Design fwft_fifo_to_axis, sky130hd; sources not shown.
### Sequential cells colored by netlist name, run 1

Scale bar: 20 µm. Other sequential cells in the stronger gray, the rest of the logic in the fainter gray.
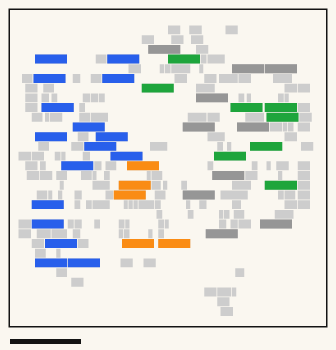
Key: blue = pkt_cnt [placed flops 16]; orange = r_beat [placed flops 5, where middle]; green = m_axis_tdata [placed flops 8]
Another 10 sequential cells are not colored.
Flop area: 976 µm²
share of the core filled with cells in the final layout: 34.4%

### Drive-strength map, run 1

Scale bar: 20 µm.
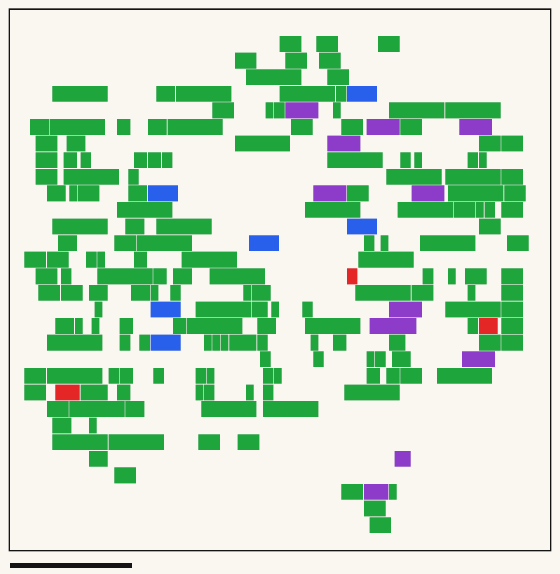
Key: red = x2 [cells 3]; purple = x3 and x4 [cells 11, most used mux2_4]; green = x1 and smaller [cells 176]; blue = x6 and larger [cells 6, most used clkbuf_8]
cell area after layout: 0.00236 mm²
non-clock buffer count in the final layout: 40

### Gate-type map, run 1

Scale bar: 20 µm.
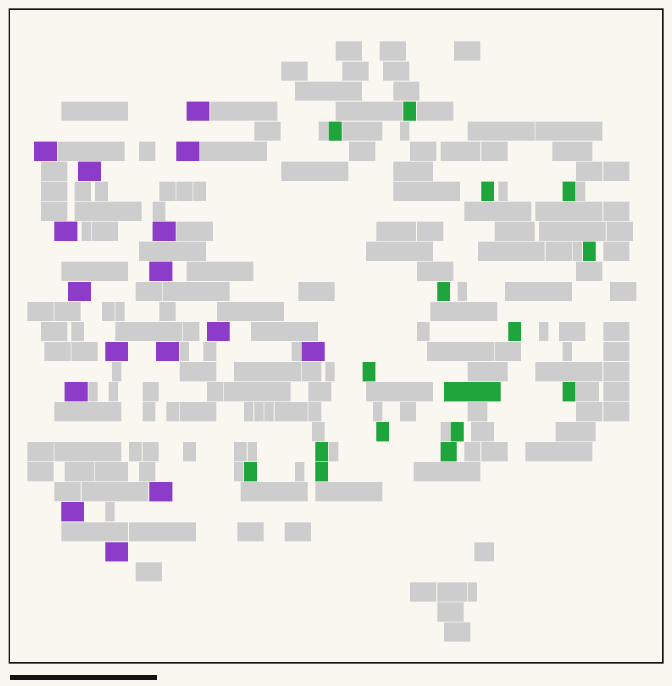
Key: green = aoi and oai cells [cells 16, most used a21oi_1]; purple = xor and xnor cells [cells 16, most used xnor2_1]
combinational fraction of the cell area: 32.5%
number of cells in the finished layout apart from fillers: 292

### Placed cells, one color a class, run 1

Scale bar: 20 µm.
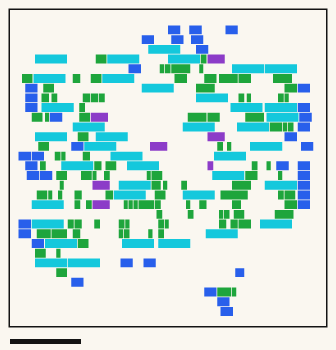
Key: cyan = registers [cells 39, share of their area 44%]; green = remaining logic cells [cells 110, share of their area 35%]; purple = clock drivers and dummy loads [cells 7, share of their area 3.9%]; blue = remaining buffers and delay cells [cells 40, share of their area 18%]
Std-Cell Rows: 30
fraction of standard cell area that is sequential: 41.4%
core region area: 0.00687 mm²

==> flow_results.xml <==
<?xml version="1.0" encoding="UTF-8"?>
<metrics>
  <group name="synth">
    <metric name="post_synth_num_cell_types" unit="">31</metric>
    <metric name="ys_sh_xor" unit="%">7.84</metric>
    <metric name="synth_simple_gate_area_share" unit="%">15.4</metric>
    <metric name="top_area_share" unit="%">54.6</metric>
    <metric name="mux_area_share" unit="%">12.4</metric>
    <metric name="synthDominantAreaCellType" unit="">sky130_fd_sc_hd__dfrtp_1</metric>
    <metric name="syn-cell-area" unit="mm²">0.00179</metric>
    <metric name="synth_cells" unit="">154</metric>
    <metric name="ys_top_logic_family" unit="">simple AND/OR/NAND/NOR gates</metric>
    <metric name="enable_flop_cells" unit="">0</metric>
    <metric name="synth.cellmix.compoundShare" unit="%">5.88</metric>
    <metric name="synth-area-yosys" unit="mm²">0.00179</metric>
    <metric name="synth-seq-area-share" unit="%">54.6</metric>
    <metric name="main_flop_type" unit="">sky130_fd_sc_hd__dfrtp_1</metric>
    <metric name="syn-num-nets" unit="">169</metric>
  </group>
  <group name="final_layout">
    <metric name="layout.area.top_class" unit="">sequential cells</metric>
    <metric name="sequential_cell_total" unit="">39</metric>
    <metric name="share_of_post_route_cells_with_drive_strength_above_1" unit="%">10.2</metric>
    <metric name="number_of_flip_flops_in_the_largest_register" unit="">16</metric>
    <metric name="insertedDiodeCount" unit="">0</metric>
    <metric name="combGateArea" unit="µm²">767</metric>
    <metric name="final.fill_count" unit="">699</metric>
    <metric name="clock_buffers" unit="">6</metric>
    <metric name="top_logic_cells_by_instance_count_in_the_layout" unit="">sky130_fd_sc_hd__clkdlybuf4s50_1, sky130_fd_sc_hd__dfrtp_1, sky130_fd_sc_hd__xnor2_1</metric>
  </group>
  <group name="worst_setup_path">
    <metric name="criticalPathCategory" unit="">primary input to output port</metric>
    <metric name="path_max_fanout" unit="">5</metric>
    <metric name="endpoint_kind_of_the_worst_setup_timing_path" unit="">output port</metric>
    <metric name="max_stage_delay" unit="ns">0.59</metric>
    <metric name="setup.reg_to_reg.worst_slack" unit="ns">2.33</metric>
    <metric name="worst_ep_arrival_time" unit="ns">2.12</metric>
    <metric name="cpMostUsedCell" unit="">sky130_fd_sc_hd__clkdlybuf4s50_1</metric>
    <metric name="worstPathRequired" unit="ns">3.85</metric>
    <metric name="worst-r2r-cell-count" unit="">5</metric>
    <metric name="timing.critical_path.depth" unit="">4</metric>
    <metric name="cpLargestDelayFamily" unit="">buffers and inverters</metric>
    <metric name="crit_path_top_delay_cell" unit="">sky130_fd_sc_hd__clkdlybuf4s50_1</metric>
  </group>
  <group name="detailed_routing">
    <metric name="drt-pass1-iter-count" unit="">4</metric>
    <metric name="postRouteAntennaNets" unit="">0</metric>
    <metric name="met3_length" unit="µm">217</metric>
    <metric name="route.detailed.drc" unit="">0</metric>
    <metric name="route.met2.wl" unit="µm">1560</metric>
    <metric name="postRouteWirelength" unit="µm">3610</metric>
    <metric name="routed_wire_length_per_instance" unit="µm">12.4</metric>
  </group>
  <group name="cts">
    <metric name="cts.hold.buffers_added" unit="">0</metric>
    <metric name="cts.htree.levels" unit="">2</metric>
    <metric name="cts-resized-gates" unit="">0</metric>
    <metric name="clkLatencyLatePin" unit="ns">0.29</metric>
    <metric name="cts_setup_buffers" unit="">0</metric>
    <metric name="clockRootBuffer" unit="">sky130_fd_sc_hd__clkbuf_8</metric>
  </group>
  <group name="floorplan">
    <metric name="floorplan.die.width" unit="µm">88.5</metric>
    <metric name="initCoreUtil" unit="%">26.0</metric>
    <metric name="chip_area" unit="mm²">0.00784</metric>
    <metric name="tap_cells" unit="">96</metric>
    <metric name="die_height" unit="µm">88.5</metric>
  </group>
  <group name="sta">
    <metric name="maxClockFrequency" unit="MHz">361</metric>
    <metric name="slew_headroom" unit="%">54.0</metric>
    <metric name="rsz_0062_raised_after_global_routing" unit="">no</metric>
    <metric name="layout_setup_ws" unit="ns">1.73</metric>
    <metric name="timing.final.crit_share" unit="%">61.6</metric>
    <metric name="final_max_slew_viol_count" unit="">0</metric>
    <metric name="max_slew.worst_pin.slew" unit="ns">0.684</metric>
  </group>
  <group name="power">
    <metric name="vdd_ir_max" unit="mV">0.102</metric>
    <metric name="pwr-share-clk" unit="%">24.5</metric>
    <metric name="power.sequential.fraction" unit="%">48.5</metric>
    <metric name="power.sequential.total" unit="µW">471</metric>
    <metric name="netSwitchingFraction" unit="%">29.8</metric>
    <metric name="p_per_area" unit="mW/mm²">412</metric>
    <metric name="pwr.group.clock" unit="µW">238</metric>
    <metric name="power_leakage" unit="nW">1.06</metric>
  </group>
  <group name="placement">
    <metric name="place.detailed.instances" unit="">285</metric>
    <metric name="detailedPlace.worstSlack" unit="ns">1.72</metric>
    <metric name="postPlaceCellArea" unit="mm²">0.00227</metric>
    <metric name="post-dp-hpwl" unit="µm">2430</metric>
    <metric name="routabilityCongestion" unit="">0.693</metric>
  </group>
  <group name="global_routing">
    <metric name="grt_util_met1" unit="%">14.4</metric>
    <metric name="routing_usage_on_met3" unit="%">3.36</metric>
    <metric name="wire_length_of_the_first_global_routing_pass" unit="µm">6270</metric>
    <metric name="grt_antenna_before_repair" unit="">0</metric>
    <metric name="pin_count_of_the_biggest_net_entering_global_routing" unit="">40</metric>
    <metric name="met2_usage" unit="%">15.4</metric>
    <metric name="grt.busiest_layer" unit="">met2</metric>
  </group>
  <group name="status">
    <metric name="run_status" unit="">finished, final reports clean</metric>
  </group>
  <group name="hold_path">
    <metric name="timing.hold.worst_path_depth" unit="">1</metric>
  </group>
  <group name="flow_run">
    <metric name="max_capacitance_violation_count" unit="">0</metric>
  </group>
</metrics>
-- run 1: cells in the mapped netlist (2+ instances only) --
master and number:
sky130_fd_sc_hd__inv_1 3, sky130_fd_sc_hd__mux2_4 8, sky130_fd_sc_hd__mux2i_1 9, sky130_fd_sc_hd__buf_2 2, sky130_fd_sc_hd__o21ai_0 4, sky130_fd_sc_hd__nor2_1 13
sky130_fd_sc_hd__and3_1 2, sky130_fd_sc_hd__nor2b_1 2, sky130_fd_sc_hd__nor3_1 4, sky130_fd_sc_hd__nand4_1 6, sky130_fd_sc_hd__xnor2_1 15, sky130_fd_sc_hd__dfrtp_1 39
sky130_fd_sc_hd__a21oi_1 10, sky130_fd_sc_hd__nand3_1 9, sky130_fd_sc_hd__nand2_1 11, sky130_fd_sc_hd__ha_1 2
Power is estimated from default activity; no workload was simulated.
